$ cat src/rtl/io_uart_pkg.sv
// rtl/io_uart_pkg.sv - shared types and constants for the memory-mapped UART transmitter
package io_uart_pkg;

    typedef enum logic [1:0] {
        ST_IDLE  = 2'd0,
        ST_START = 2'd1,
        ST_DATA  = 2'd2,
        ST_STOP  = 2'd3
    } uart_state_e;

    localparam logic [1:0] IO_TXDATA = 2'b00;
    localparam logic [1:0] IO_CTRL   = 2'b01;

    localparam int CTRL_FLUSH   = 0;
    localparam int CTRL_OVF_CLR = 1;

    localparam int STAT_BUSY    = 0;
    localparam int STAT_EMPTY   = 1;
    localparam int STAT_FULL    = 2;
    localparam int STAT_OVF     = 3;
    localparam int STAT_CNT_LSB = 8;

    function automatic logic [31:0] status_word(
        input logic       busy,
        input logic       empty,
        input logic       full,
        input logic       ovf,
        input logic [7:0] count
    );
        logic [31:0] w;
        w                     = '0;
        w[STAT_BUSY]          = busy;
        w[STAT_EMPTY]         = empty;
        w[STAT_FULL]          = full;
        w[STAT_OVF]           = ovf;
        w[STAT_CNT_LSB +: 8]  = count;
        return w;
    endfunction

endpackage

$ cat src/rtl/io_uart_tx_fifo.sv
// rtl/io_uart_tx_fifo.sv - synchronous FIFO with flush; pushes when full and pops when empty are ignored
module sync_fifo #(
    parameter int WIDTH = 8,
    parameter int DEPTH = 8
) (
    input  logic                     clk,
    input  logic                     reset,
    input  logic                     push,
    input  logic                     pop,
    input  logic                     flush,
    input  logic [WIDTH-1:0]         wdata,
    output logic [WIDTH-1:0]         rdata,
    output logic                     empty,
    output logic                     full,
    output logic [$clog2(DEPTH):0]   count
);
    localparam int AW = $clog2(DEPTH);

    logic [WIDTH-1:0] mem_q [DEPTH];
    logic [AW-1:0]    wr_ptr_q, wr_ptr_d;
    logic [AW-1:0]    rd_ptr_q, rd_ptr_d;
    logic [AW:0]      cnt_q, cnt_d;
    logic             push_ok, pop_ok;

    assign empty = (cnt_q == '0);
    assign full  = (cnt_q == (AW+1)'(DEPTH));
    assign count = cnt_q;
    assign rdata = mem_q[rd_ptr_q];

    always_comb begin
        push_ok  = push & ~full & ~flush;
        pop_ok   = pop & ~empty & ~flush;
        wr_ptr_d = wr_ptr_q + AW'(push_ok);
        rd_ptr_d = rd_ptr_q + AW'(pop_ok);
        cnt_d    = cnt_q + (AW+1)'(push_ok) - (AW+1)'(pop_ok);
        // Flush overrides any concurrent pop and leaves the FIFO empty.
        if (flush) begin
            wr_ptr_d = '0;
            rd_ptr_d = '0;
            cnt_d    = '0;
        end
    end

    always_ff @(posedge clk) begin
        if (reset) begin
            wr_ptr_q <= '0;
            rd_ptr_q <= '0;
            cnt_q    <= '0;
        end else begin
            wr_ptr_q <= wr_ptr_d;
            rd_ptr_q <= rd_ptr_d;
            cnt_q    <= cnt_d;
        end
    end

    always_ff @(posedge clk) begin
        if (push_ok) begin
            mem_q[wr_ptr_q] <= wdata;
        end
    end

endmodule

$ cat src/rtl/io_uart_tx.sv
// rtl/io_uart_tx.sv - store-mapped 8N1 UART transmitter with FIFO and combinational status word
module io_uart_tx
    import io_uart_pkg::*;
#(
    parameter int CLKS_PER_BIT = 434,
    parameter int FIFO_DEPTH   = 8
) (
    input  logic        clk,
    input  logic        reset,
    input  logic        io_rw,
    input  logic [31:0] io_addr,
    input  logic [31:0] io_datain,
    output logic [31:0] io_dataout,
    output logic        uart_txd,
    output logic        tx_busy
);
    localparam int BAUD_W = $clog2(CLKS_PER_BIT);
    localparam int CNT_W  = $clog2(FIFO_DEPTH) + 1;
    localparam logic [BAUD_W-1:0] BAUD_LAST = BAUD_W'(CLKS_PER_BIT - 1);

    uart_state_e       state_q, state_d;
    logic [BAUD_W-1:0] baud_q, baud_d;
    logic [2:0]        bit_idx_q, bit_idx_d;
    logic [7:0]        shift_q, shift_d;
    logic              txd_q, txd_d;
    logic              ovf_q, ovf_d;

    logic              push_req, ctrl_wr, flush, ovf_clr;
    logic              fifo_pop, fifo_empty, fifo_full, can_pop, baud_end;
    logic [7:0]        fifo_rdata;
    logic [CNT_W-1:0]  fifo_count;
    logic              unused_bits;

    assign unused_bits = ^{io_addr[31:2], io_datain[31:8]};

    always_comb begin
        push_req = io_rw & (io_addr[1:0] == IO_TXDATA);
        ctrl_wr  = io_rw & (io_addr[1:0] == IO_CTRL);
        flush    = ctrl_wr & io_datain[CTRL_FLUSH];
        ovf_clr  = ctrl_wr & io_datain[CTRL_OVF_CLR];
    end

    sync_fifo #(
        .WIDTH (8),
        .DEPTH (FIFO_DEPTH)
    ) u_fifo (
        .clk   (clk),
        .reset (reset),
        .push  (push_req),
        .pop   (fifo_pop),
        .flush (flush),
        .wdata (io_datain[7:0]),
        .rdata (fifo_rdata),
        .empty (fifo_empty),
        .full  (fifo_full),
        .count (fifo_count)
    );

    // A full FIFO drops the push even if the FSM frees a slot this cycle.
    always_comb begin
        ovf_d = ovf_q;
        if (ovf_clr) begin
            ovf_d = 1'b0;
        end
        if (push_req & fifo_full) begin
            ovf_d = 1'b1;
        end
    end

    always_comb begin
        state_d   = state_q;
        baud_d    = baud_q;
        bit_idx_d = bit_idx_q;
        shift_d   = shift_q;
        fifo_pop  = 1'b0;
        baud_end  = (baud_q == BAUD_LAST);
        can_pop   = ~fifo_empty & ~flush;

        case (state_q)
            ST_IDLE: begin
                baud_d = '0;
                if (can_pop) begin
                    fifo_pop = 1'b1;
                    shift_d  = fifo_rdata;
                    state_d  = ST_START;
                end
            end
            ST_START: begin
                if (baud_end) begin
                    baud_d    = '0;
                    bit_idx_d = '0;
                    state_d   = ST_DATA;
                end else begin
                    baud_d = baud_q + BAUD_W'(1);
                end
            end
            ST_DATA: begin
                if (baud_end) begin
                    baud_d  = '0;
                    shift_d = {1'b0, shift_q[7:1]};
                    if (bit_idx_q == 3'd7) begin
                        state_d = ST_STOP;
                    end else begin
                        bit_idx_d = bit_idx_q + 3'd1;
                    end
                end else begin
                    baud_d = baud_q + BAUD_W'(1);
                end
            end
            ST_STOP: begin
                // Chain straight into the next start bit so frames stay contiguous.
                if (baud_end) begin
                    baud_d = '0;
                    if (can_pop) begin
                        fifo_pop = 1'b1;
                        shift_d  = fifo_rdata;
                        state_d  = ST_START;
                    end else begin
                        state_d = ST_IDLE;
                    end
                end else begin
                    baud_d = baud_q + BAUD_W'(1);
                end
            end
            default: begin
                state_d = ST_IDLE;
                baud_d  = '0;
            end
        endcase

        case (state_d)
            ST_START: txd_d = 1'b0;
            ST_DATA:  txd_d = shift_d[0];
            default:  txd_d = 1'b1;
        endcase
    end

    always_ff @(posedge clk) begin
        if (reset) begin
            state_q   <= ST_IDLE;
            baud_q    <= '0;
            bit_idx_q <= '0;
            shift_q   <= '0;
            txd_q     <= 1'b1;
            ovf_q     <= 1'b0;
        end else begin
            state_q   <= state_d;
            baud_q    <= baud_d;
            bit_idx_q <= bit_idx_d;
            shift_q   <= shift_d;
            txd_q     <= txd_d;
            ovf_q     <= ovf_d;
        end
    end

    assign uart_txd   = txd_q;
    assign tx_busy    = (state_q != ST_IDLE) | ~fifo_empty;
    assign io_dataout = status_word(tx_busy, fifo_empty, fifo_full, ovf_q, 8'(fifo_count));

endmodule

$ cat config.mk
export PLATFORM = sky130hd
export DESIGN_NAME = io_uart_tx
export DESIGN_NICKNAME = d
export VERILOG_FILES = /design/src/rtl/io_uart_pkg.sv /design/src/rtl/io_uart_tx_fifo.sv /design/src/rtl/io_uart_tx.sv
export SDC_FILE = /design/constraint.sdc
export NUM_CORES = 1
export LEC_CHECK = 0
export CAP_MARGIN = 0
export CORE_UTILIZATION = 40
export DETAILED_ROUTE_END_ITERATION = 16
export GPL_ROUTABILITY_DRIVEN = 0
export PLACE_DENSITY = 0.66
export SLEW_MARGIN = 0
export SYNTH_ARGS = -nofsm -noshare
export SYNTH_HDL_FRONTEND = slang
export SYNTH_SLANG_ARGS = --single-unit
$ cat constraint.sdc
create_clock -name clk -period 4.5 [get_ports clk]
set_clock_uncertainty 0.1 [all_clocks]
set_input_delay 0.45 -clock clk [delete_from_list [all_inputs] [get_ports clk]]
set_output_delay 0.45 -clock clk [all_outputs]
set_load 0.1 [all_outputs]
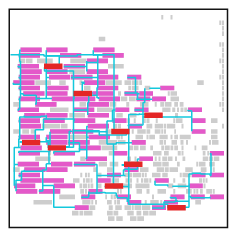
Fig. 1. Clock distribution (run 1).
Scale: 2 px per um.
[magenta] flip-flops | count: 98
[cyan] clock wires | length: 1130 um
[red] clock-net drivers | count: 9
routed clock nets: 10

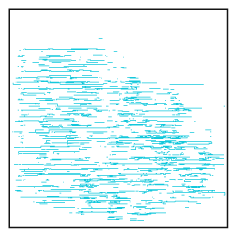
Fig. 2. M1 wires (run 1).
Scale: 2 px per um.
wire length on this layer: 3610 um
longest straight run: 29.9 um

==> metrics.yaml, run 1 <==
wl_met1_um: 3610
timing.critical_path.depth: 5
setup_ws_ns: 1.28
wl_met2_um: 3940
die-width_um: 108
worstSkewPairLatency_ns: 0.35
pin_count: 101
final_period_minus_worst_setup_slack_ns: 3.22
nonClockBufferCount: 26
largest_register_ffs: 64
pre_cts_ws_ns: 1.30
period_used_pct: 71.5
synth-async-reset-ratio_pct: 0
mappedNetlistArea_um2: 4530
dominant-cell-class: "sequential cells"
most_common_cell_in_the_netlist: "sky130_fd_sc_hd__edfxtp_1"
hold_path.startpoint: "baud_q[0]$_SDFF_PP0_"
numPortBuffers: 22
layout-drive-gt1-share_pct: 10.7
final_layout_top_logic_cells: "64 x sky130_fd_sc_hd__edfxtp_1, 36 x sky130_fd_sc_hd__nor2_1, 34 x sky130_fd_sc_hd__dfxtp_1"
edff_count_synth: 64
max-vdd-ir-drop_v: 0.000539
status: "completed"
synth.top_cell.area_share_pct: 42.5
post_synth_fa_ha_maj_area_fraction_pct: 5.97
sequential_fraction_of_the_synthesis_area_pct: 57.5
fmax_mhz: 311
max-clock-path-buffers: 2
finalSetupViolCount: 0
synth.lib_cells_used.distinct: 48
grt_antenna_before_repair: 0
power.clock.total_mw: 0.733
multiInputCombCellCount: 208
dieHeight_um: 108
worstPathBufferInverterCount: 3
power-top-group: "sequential cells"
summed_area_of_non_filler_cells_in_the_final_layout_um2: 5060
worst_pin_slew_ns: 0.970
clock_buffer_count: 9
layout_top_registers: "u_fifo.mem_q x64, baud_q x9, shift_q x8"
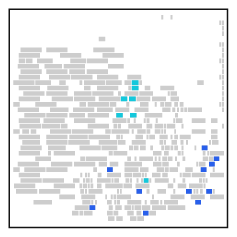
Fig. 3. Selected gate families (run 1).
Scale: 2 px per um.
| color | family | cells |
|---|---|---|
| blue | xor and xnor cells | 11 |
| cyan | non-inverting ao/oa cells | 7 |

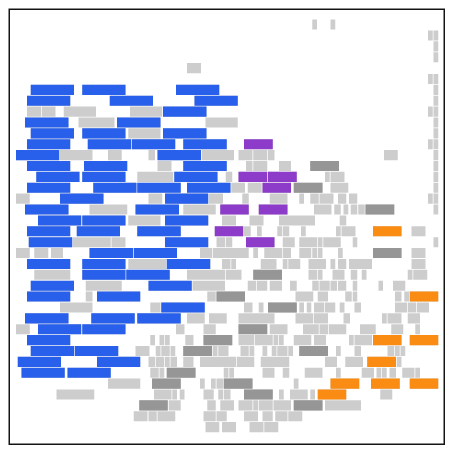
Fig. 4. Where the registers sit (run 1).
Scale: 4 px per um. Other sequential cells in the stronger gray, the rest of the logic in the fainter gray.
| color | signal | sequential cells |
|---|---|---|
| purple | `shift_q` | 8 |
| orange | `baud_q` | 9 |
| blue | `u_fifo.mem_q` | 64 |
not colored: 17
flop share of the area: 51.4%
sequential cell area in the final layout: 2600 um2
final design utilization: 46.3%

Fig. 5: run 1, congestion heat map
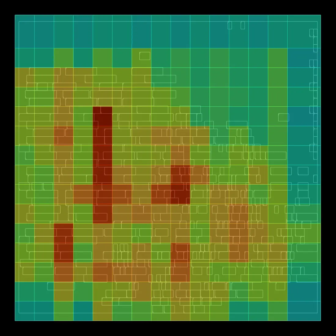

--- run 2 (diff from run 1) ---
==> constraint.sdc (replaced) <==
create_clock -name clk -period 3.15 [get_ports clk]
set_clock_uncertainty 0.1 [all_clocks]
set_input_delay 0.315 -clock clk [delete_from_list [all_inputs] [get_ports clk]]
set_output_delay 0.315 -clock clk [all_outputs]
set_load 0.1 [all_outputs]
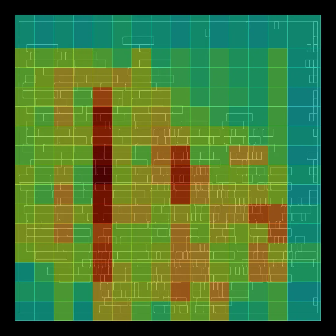
Fig. 6. Congestion heat map (run 2).
layer with the highest usage after global routing: met2
global-route usage over all layers: 14.8%
met1 layer usage reported by global route: 17.7%
met3 track utilization from global routing: 3.50%

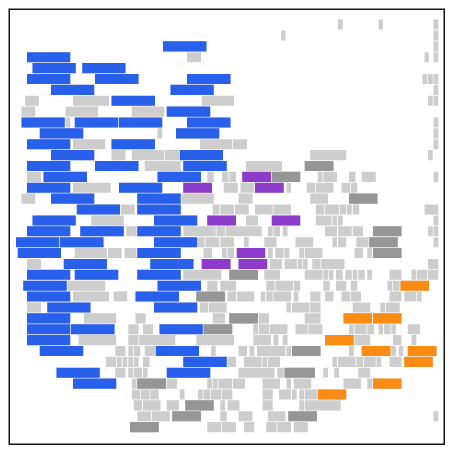
Fig. 7. Where the registers sit (run 2).
Scale: 4 px per um. Other sequential cells in the stronger gray, the rest of the logic in the fainter gray.
| color | signal | sequential cells |
|---|---|---|
| purple | `shift_q` | 8 |
| blue | `u_fifo.mem_q` | 64 |
| orange | `baud_q` | 9 |
not colored: 17
sequential cell area in the final layout: 2600 um2
power consumed by sequential cells: 1.56 mW
flop share of the area: 50.9%
final design utilization: 46.8%

==> run 2 against run 1 <==
Against the previous run:
- via count up 1.5%
- sequential cell count is the same
- first-iteration DRC count fell by 52%
- core utilization up 0.47 points
- cell area grew 1.0%
- clock power rose by 41%
- worst setup slack worse by 0.94 ns
- critical path depth increased by 7
==> metrics.yaml, run 2 <==
status: "completed"
post_synth_fa_ha_maj_area_fraction_pct: 5.97  # unchanged
hold_path.startpoint: "baud_q[0]$_SDFF_PP0_"
finalSetupViolCount: 0  # unchanged
wl_met2_um: 3930  # -0.36%
multiInputCombCellCount: 208  # unchanged
wl_met1_um: 3400  # -5.9%
setup_ws_ns: 0.345  # -0.940 ns
sequential_fraction_of_the_synthesis_area_pct: 57.5  # unchanged
dieHeight_um: 108  # unchanged
netlist.top_cell.by_area: "sky130_fd_sc_hd__edfxtp_1"
worstSkewPairLatency_ns: 0.35  # about the same
synth.top_cell.area_share_pct: 42.5  # unchanged
most_common_cell_in_the_netlist: "sky130_fd_sc_hd__edfxtp_1"
mappedNetlistArea_um2: 4530  # unchanged
numPortBuffers: 22  # unchanged
min_delay_path_depth: 1
grt_antenna_before_repair: 0  # unchanged
nonClockBufferCount: 35  # +35%
synth-async-reset-ratio_pct: 0  # unchanged
postSynth.topFlopCell: "sky130_fd_sc_hd__edfxtp_1"
edff_count_synth: 64  # unchanged
die-width_um: 108  # unchanged
power.clock.total_mw: 1.03  # +41%
layout-drive-gt1-share_pct: 14.1  # +3.5 points
timing.critical_path.depth: 12  # +7
clock_buffer_count: 10  # +1
pre_cts_ws_ns: 0.357  # -0.939 ns
worst_pin_slew_ns: 0.971  # +0.00103 ns
dominant-cell-class: "sequential cells"
power-top-group: "sequential cells"
summed_area_of_non_filler_cells_in_the_final_layout_um2: 5110  # +1.0%
layout_top_registers: "u_fifo.mem_q x64, baud_q x9, shift_q x8"
worstPathBufferInverterCount: 2  # -1
Fig. 8: run 2, clock distribution
Scale: 2 px per um.
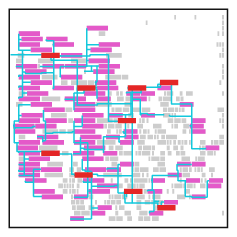

--- run 3 (diff from run 2) ---
--- a/config.mk
+++ b/config.mk
@@ -6,10 +6,10 @@
 export NUM_CORES = 1
 export LEC_CHECK = 0
 export CAP_MARGIN = 0
-export CORE_UTILIZATION = 40
+export CORE_UTILIZATION = 45
 export DETAILED_ROUTE_END_ITERATION = 16
 export GPL_ROUTABILITY_DRIVEN = 0
-export PLACE_DENSITY = 0.66
+export PLACE_DENSITY = 0.73
 export SLEW_MARGIN = 0
 export SYNTH_ARGS = -nofsm -noshare
 export SYNTH_HDL_FRONTEND = slang
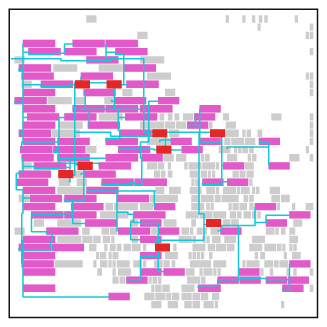
Fig. 9. Clock distribution (run 3).
Scale: 3 px per um.
[magenta] flip-flops | count: 98
[cyan] clock wires | length: 1040 um
[red] clock-net drivers | count: 9
routed clock nets: 10
flops lie: spread over the die
relative contribution of the clock network to total power: 21.4%
clock latency reported for the late side of the worst-skew pair: 0.37 ns
power attributed to the clock group: 0.792 mW

==> run 3 against run 2 <==
Against the previous run:
- via count decreased by 2.2%
- first-iteration DRC count increased by 30%
- combinational power about the same
- largest cell class unchanged
- non-clock buffer count fell by 1
- critical path depth did not move
- die area is 11% lower
- worst hold slack improved by 0.0069 ns
- maximum frequency about the same
- register-to-register slack barely moved
- synthesized cell count stayed put
- clock power is 23% lower
==> metrics.yaml, run 3 <==
status: "completed"
summed_area_of_non_filler_cells_in_the_final_layout_um2: 5020  # -1.9%
power-top-group: "sequential cells"
layout.area.seq_um2: 2600  # unchanged
finish.utilization_pct: 51.3  # +4.6 points
postSynth.topFlopCell: "sky130_fd_sc_hd__edfxtp_1"
grt_antenna_before_repair: 0  # unchanged
clock_buffer_count: 9  # -1
finalSetupViolCount: 0  # unchanged
layout-drive-gt1-share_pct: 14.4  # +0.31 points
synth-async-reset-ratio_pct: 0  # unchanged
worst_pin_slew_ns: 0.966  # -0.00523 ns
mappedNetlistArea_um2: 4530  # unchanged
timing.critical_path.depth: 12  # unchanged
gr-max-usage-layer: "met2"
die-width_um: 102  # -5.6%
setup_ws_ns: 0.344  # -0.000345 ns
worstPathBufferInverterCount: 2  # unchanged
post_synth_fa_ha_maj_area_fraction_pct: 5.97  # unchanged
most_common_cell_in_the_netlist: "sky130_fd_sc_hd__edfxtp_1"
wl_met2_um: 4050  # +3.1%
nonClockBufferCount: 34  # -2.9%
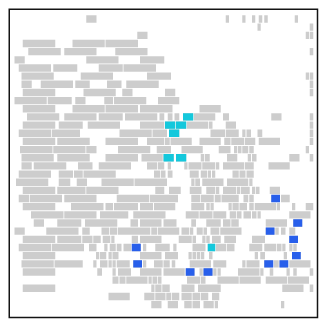
Fig. 10. Selected gate families (run 3).
Scale: 3 px per um.
| color | family | cells |
|---|---|---|
| cyan | non-inverting ao/oa cells | 7 |
| blue | xor and xnor cells | 11 |
most common library cell in the layout ignoring fill and taps: sky130_fd_sc_hd__edfxtp_1
multi-input gate share of the layout cell area: 33.6%
non-filler instance count after layout: 507

Power figures rest on the tool's default switching activity, not on a simulated workload.
